===== src/rtl/ttl_7474_flag_arbiter.sv =====
// ttl_7474_flag_arbiter
//   Round-robin arbiter and pulse sequencer that owns the control pins of a
//   bank of 7474-style D flip-flops used as flag/semaphore bits. A granted
//   request runs IDLE -> SETUP -> PULSE -> RECOVER -> DONE (reads skip straight
//   from SETUP to DONE) and Q of the target bit is sampled back in DONE.
//
// Ports
//   Clk, Reset            clock, asynchronous active-high reset
//   Req/Op/Idx/Dval       per-requester request, opcode (00 rd, 01 preset,
//                         10 clear, 11 load), bit index, load data
//   Gnt, Done             one-hot grant (grant..DONE), one-cycle completion
//   Rdata                 Q of target bit, captured in DONE (0 for bad Idx)
//   Busy                  high whenever the FSM is not in IDLE
//   Err                   sticky readback mismatch flag (verify build only)
//   FF_D/FF_Clk/Preset_bar/Clear_bar  bank control pins, FF_Q bank readback
//
// Build option
//   TTL_7474_ARB_VERIFY_EN  compares Q against the expected post-operation
//                           value in DONE and sets Err on a mismatch; when
//                           undefined Err is tied low.

// Per-bit pin driver: D latch-up at grant, one control pin asserted for the
// pulse window, everything released together at the end of the window.
module ttl_7474_flag_arbiter_bit (
  input  logic Clk,
  input  logic Reset,
  input  logic d_wr,
  input  logic d,
  input  logic set_pre,
  input  logic set_clr,
  input  logic set_clk,
  input  logic release_pins,
  output logic FF_D,
  output logic FF_Clk,
  output logic Preset_bar,
  output logic Clear_bar
);
  // Reset releases every pin immediately and never touches the bank contents.
  always_ff @(posedge Clk or posedge Reset) begin
    if (Reset) begin
      FF_D       <= 1'b0;
      FF_Clk     <= 1'b0;
      Preset_bar <= 1'b1;
      Clear_bar  <= 1'b1;
    end else begin
      if (d_wr) FF_D <= d;
      if (release_pins) begin
        FF_Clk     <= 1'b0;
        Preset_bar <= 1'b1;
        Clear_bar  <= 1'b1;
      end else begin
        if (set_clk) FF_Clk     <= 1'b1;
        if (set_pre) Preset_bar <= 1'b0;
        if (set_clr) Clear_bar  <= 1'b0;
      end
    end
  end
endmodule

module ttl_7474_flag_arbiter #(
  parameter int BLOCKS         = 2,
  parameter int REQUESTERS     = 4,
  parameter int PULSE_CYCLES   = 2,
  parameter int RECOVER_CYCLES = 1,
  parameter int IDXW           = 3
) (
  input  logic                                 Clk,
  input  logic                                 Reset,
  input  logic [REQUESTERS-1:0]                Req,
  input  logic [REQUESTERS-1:0][1:0]           Op,
  input  logic [REQUESTERS-1:0][IDXW-1:0]      Idx,
  input  logic [REQUESTERS-1:0]                Dval,
  output logic [REQUESTERS-1:0]                Gnt,
  output logic [REQUESTERS-1:0]                Done,
  output logic                                 Rdata,
  output logic                                 Busy,
  output logic                                 Err,
  output logic [BLOCKS-1:0]                    FF_D,
  output logic [BLOCKS-1:0]                    FF_Clk,
  output logic [BLOCKS-1:0]                    Preset_bar,
  output logic [BLOCKS-1:0]                    Clear_bar,
  input  logic [BLOCKS-1:0]                    FF_Q
);
  localparam int PW = $clog2(REQUESTERS);
  localparam int CW = $clog2(PULSE_CYCLES + RECOVER_CYCLES + 1) + 1;

  localparam logic [1:0] OP_READ   = 2'b00;
  localparam logic [1:0] OP_PRESET = 2'b01;
  localparam logic [1:0] OP_CLEAR  = 2'b10;
  localparam logic [1:0] OP_LOAD   = 2'b11;

  localparam logic [2:0] S_IDLE    = 3'd0;
  localparam logic [2:0] S_SETUP   = 3'd1;
  localparam logic [2:0] S_PULSE   = 3'd2;
  localparam logic [2:0] S_RECOVER = 3'd3;
  localparam logic [2:0] S_DONE    = 3'd4;

  logic [2:0]      state;
  logic [CW-1:0]   cnt;
  logic [PW-1:0]   ptr, pick, cand;
  logic            any_req;
  logic [1:0]      op_sel, op_q;
  logic [IDXW-1:0] idx_sel, idx_q;
  logic            dval_sel, ok_sel, ok_q, q_sel;
  logic            pulse_last, recover_last, release_pins;
  logic [BLOCKS-1:0] d_wr, set_pre, set_clr, set_clk;

  // First requesting index at or after ptr, wrapping.
  always_comb begin
    any_req = 1'b0;
    pick    = '0;
    cand    = '0;
    for (int k = 0; k < REQUESTERS; k++) begin
      cand = PW'((int'(ptr) + k) % REQUESTERS);
      if (!any_req && Req[cand]) begin
        any_req = 1'b1;
        pick    = cand;
      end
    end
  end

  assign op_sel   = Op[pick];
  assign idx_sel  = Idx[pick];
  assign dval_sel = Dval[pick];
  assign ok_sel   = int'(idx_sel) < BLOCKS;

  assign pulse_last   = int'(cnt) == PULSE_CYCLES - 1;
  assign recover_last = int'(cnt) == RECOVER_CYCLES - 1;
  assign release_pins = (state == S_PULSE) && pulse_last;

  // Out-of-range indices read back as 0.
  always_comb begin
    q_sel = 1'b0;
    for (int b = 0; b < BLOCKS; b++)
      if (ok_q && idx_q == IDXW'(b)) q_sel = FF_Q[b];
  end

  // D is written at grant so it is stable a full SETUP cycle before FF_Clk
  // rises; pins assert on the SETUP->PULSE edge.
  always_comb begin
    for (int b = 0; b < BLOCKS; b++) begin
      d_wr[b]    = (state == S_IDLE) && any_req && ok_sel &&
                   (op_sel == OP_LOAD) && (idx_sel == IDXW'(b));
      set_pre[b] = (state == S_SETUP) && (op_q == OP_PRESET) && (idx_q == IDXW'(b));
      set_clr[b] = (state == S_SETUP) && (op_q == OP_CLEAR)  && (idx_q == IDXW'(b));
      set_clk[b] = (state == S_SETUP) && (op_q == OP_LOAD)   && (idx_q == IDXW'(b));
    end
  end

  ttl_7474_flag_arbiter_bit u_bit [BLOCKS-1:0] (
    .Clk          (Clk),
    .Reset        (Reset),
    .d_wr         (d_wr),
    .d            (dval_sel),
    .set_pre      (set_pre),
    .set_clr      (set_clr),
    .set_clk      (set_clk),
    .release_pins (release_pins),
    .FF_D         (FF_D),
    .FF_Clk       (FF_Clk),
    .Preset_bar   (Preset_bar),
    .Clear_bar    (Clear_bar)
  );

  always_ff @(posedge Clk or posedge Reset) begin
    if (Reset) begin
      state <= S_IDLE;
      cnt   <= '0;
      ptr   <= '0;
      op_q  <= OP_READ;
      idx_q <= '0;
      ok_q  <= 1'b0;
      Gnt   <= '0;
      Done  <= '0;
      Rdata <= 1'b0;
      Busy  <= 1'b0;
    end else begin
      case (state)
        S_IDLE: if (any_req) begin
          state <= S_SETUP;
          Busy  <= 1'b1;
          Gnt   <= REQUESTERS'(1) << pick;
          // A bad index degrades to a read so no pin can be touched.
          op_q  <= ok_sel ? op_sel : OP_READ;
          idx_q <= idx_sel;
          ok_q  <= ok_sel;
          ptr   <= (int'(pick) == REQUESTERS - 1) ? '0 : pick + 1'b1;
        end
        S_SETUP: begin
          cnt <= '0;
          if (op_q == OP_READ) begin
            state <= S_DONE;
            Done  <= Gnt;
          end else begin
            state <= S_PULSE;
          end
        end
        S_PULSE: if (pulse_last) begin
          cnt <= '0;
          if (RECOVER_CYCLES == 0) begin
            state <= S_DONE;
            Done  <= Gnt;
          end else begin
            state <= S_RECOVER;
          end
        end else begin
          cnt <= cnt + 1'b1;
        end
        S_RECOVER: if (recover_last) begin
          state <= S_DONE;
          Done  <= Gnt;
        end else begin
          cnt <= cnt + 1'b1;
        end
        S_DONE: begin
          state <= S_IDLE;
          Done  <= '0;
          Gnt   <= '0;
          Busy  <= 1'b0;
          Rdata <= q_sel;
        end
        default: state <= S_IDLE;
      endcase
    end
  end

`ifdef TTL_7474_ARB_VERIFY_EN
  logic dval_q, q_exp;

  always_ff @(posedge Clk or posedge Reset) begin
    if (Reset) dval_q <= 1'b0;
    else if (state == S_IDLE && any_req) dval_q <= dval_sel;
  end

  always_comb begin
    case (op_q)
      OP_PRESET: q_exp = 1'b1;
      OP_CLEAR:  q_exp = 1'b0;
      default:   q_exp = dval_q;
    endcase
  end

  // Reads (including bad indices) are never checked.
  always_ff @(posedge Clk or posedge Reset) begin
    if (Reset) Err <= 1'b0;
    else if (state == S_DONE && op_q != OP_READ && q_sel != q_exp) Err <= 1'b1;
  end
`else
  assign Err = 1'b0;
`endif

endmodule


===== config.mk =====
export PLATFORM = sky130hd
export DESIGN_NAME = ttl_7474_flag_arbiter
export DESIGN_NICKNAME = d
export VERILOG_FILES = /design/src/rtl/ttl_7474_flag_arbiter.sv
export SDC_FILE = /design/constraint.sdc
export NUM_CORES = 1
export LEC_CHECK = 0
export ABC_AREA = 1
export CELL_PAD_IN_SITES_DETAIL_PLACEMENT = 0
export CELL_PAD_IN_SITES_GLOBAL_PLACEMENT = 1
export CORE_MARGIN = 3
export CORE_UTILIZATION = 38
export CTS_CLUSTER_DIAMETER = 80
export DETAILED_ROUTE_END_ITERATION = 10
export PLACE_DENSITY = 0.88
export SLEW_MARGIN = 25
export SYNTH_ARGS = -nofsm -noshare
export SYNTH_HDL_FRONTEND = slang
export SYNTH_SLANG_ARGS = --single-unit

===== constraint.sdc =====
create_clock -name Clk -period 3.8 [get_ports Clk]
set_input_delay 0.76 -clock Clk [delete_from_list [all_inputs] [get_ports Clk]]
set_output_delay 0.76 -clock Clk [all_outputs]
set_load 0.1 [all_outputs]

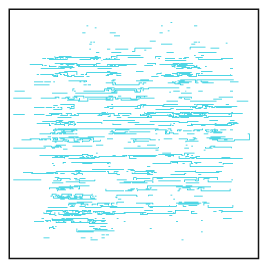
**Above:** met1 routing.
Drawn at 3 px/um.
nets with wire on the layer: 351
longest straight run: 33.6 um
share of all routed wire: 46%
wire length on this layer: 2320 um

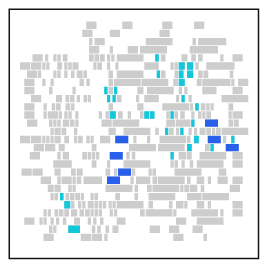
**Above:** gate families picked out.
Drawn at 3 px/um.
| colour | family | cells |
|---|---|---|
| blue | fa/ha/maj cells | 7 |
| cyan | nor cells | 28 |

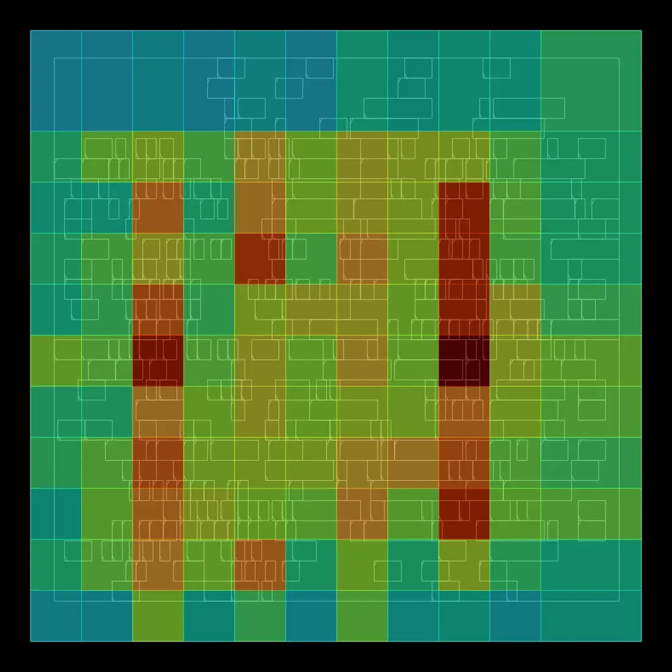
**Above:** routing congestion map.
met2 Track Usage GR: 0.267
Total GRT Usage: 0.158
met1 Usage GRT: 0.197

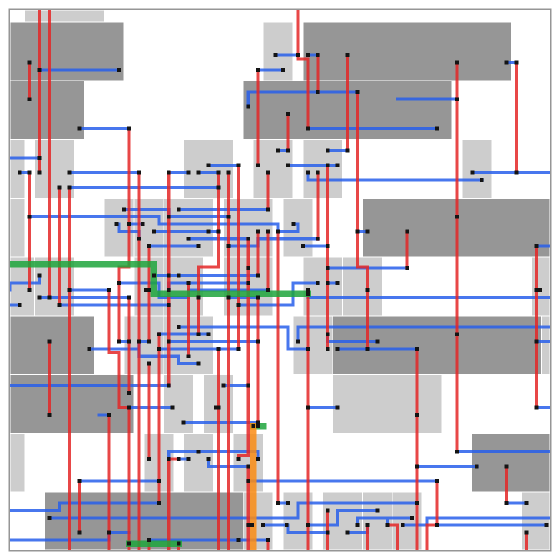
**Above:** a small window of the routed layout.
Window x 49 to 74, y 49 to 74 um. Cells in grey, sequential cells in the stronger grey; small squares are vias.
| colour | layer |
|---|---|
| green | M3 |
| red | M2 |
| blue | M1 |
| orange | M4 |
cells with their middle in the window: 41
netlist names of flops here include: `u_bit.Clear_bar` (2), `u_bit.FF_Clk` (2), `u_bit.Preset_bar` (2)
most frequent: inv_1 (11), o21ai_0 (5)
sequential cells in the window: 7

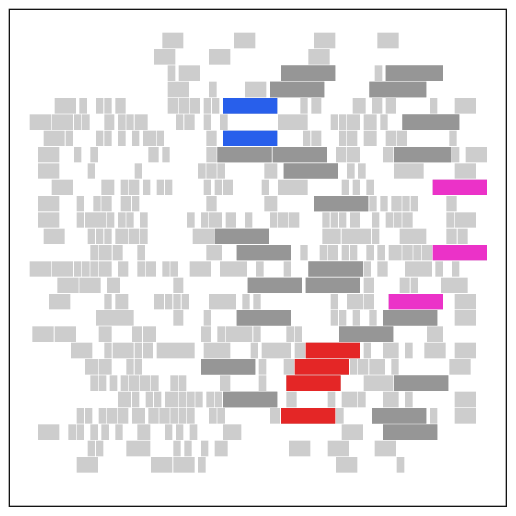
**Above:** sequential cells grouped by signal name.
Drawn at 6 px/um. Other sequential cells in the stronger grey, the rest of the logic in the fainter grey.
| colour | name in the netlist | sequential cells |
|---|---|---|
| blue | `u_bit.FF_D` | 2 |
| magenta | `cnt` | 3 |
| red | `Gnt` | 4 |
not coloured: 23

==> run_results.csv <==
group,metric,value,unit
logic_synthesis,syn_area,2230,um^2
worst_setup_path,start_kind,"input port",
finish,syn_to_final_growth,25.9,%
floorplan,tap_cells,72,
grt,grt_overflow,0,
logic_synthesis,simple_gate_area_frac,0.358,
detailed_routing,routed_wl,5050,um
finish,layout_top_cell,"nand2_1",
placement,routabilityCongestion,0.864,
run_status,status,"completed",
grt,globalRouteMet3Util,0.0282,
logic_synthesis,flop_cell,"dfrtp_1",
finish,fin_util,0.500,
logic_synthesis,synthTopCellsByCount,"101 x nand2_1, 50 x inv_1, 28 x dfrtp_1",
detailed_routing,vias,2043,
floorplan,pin_count,51,
hold_path,whs_path_depth,2,
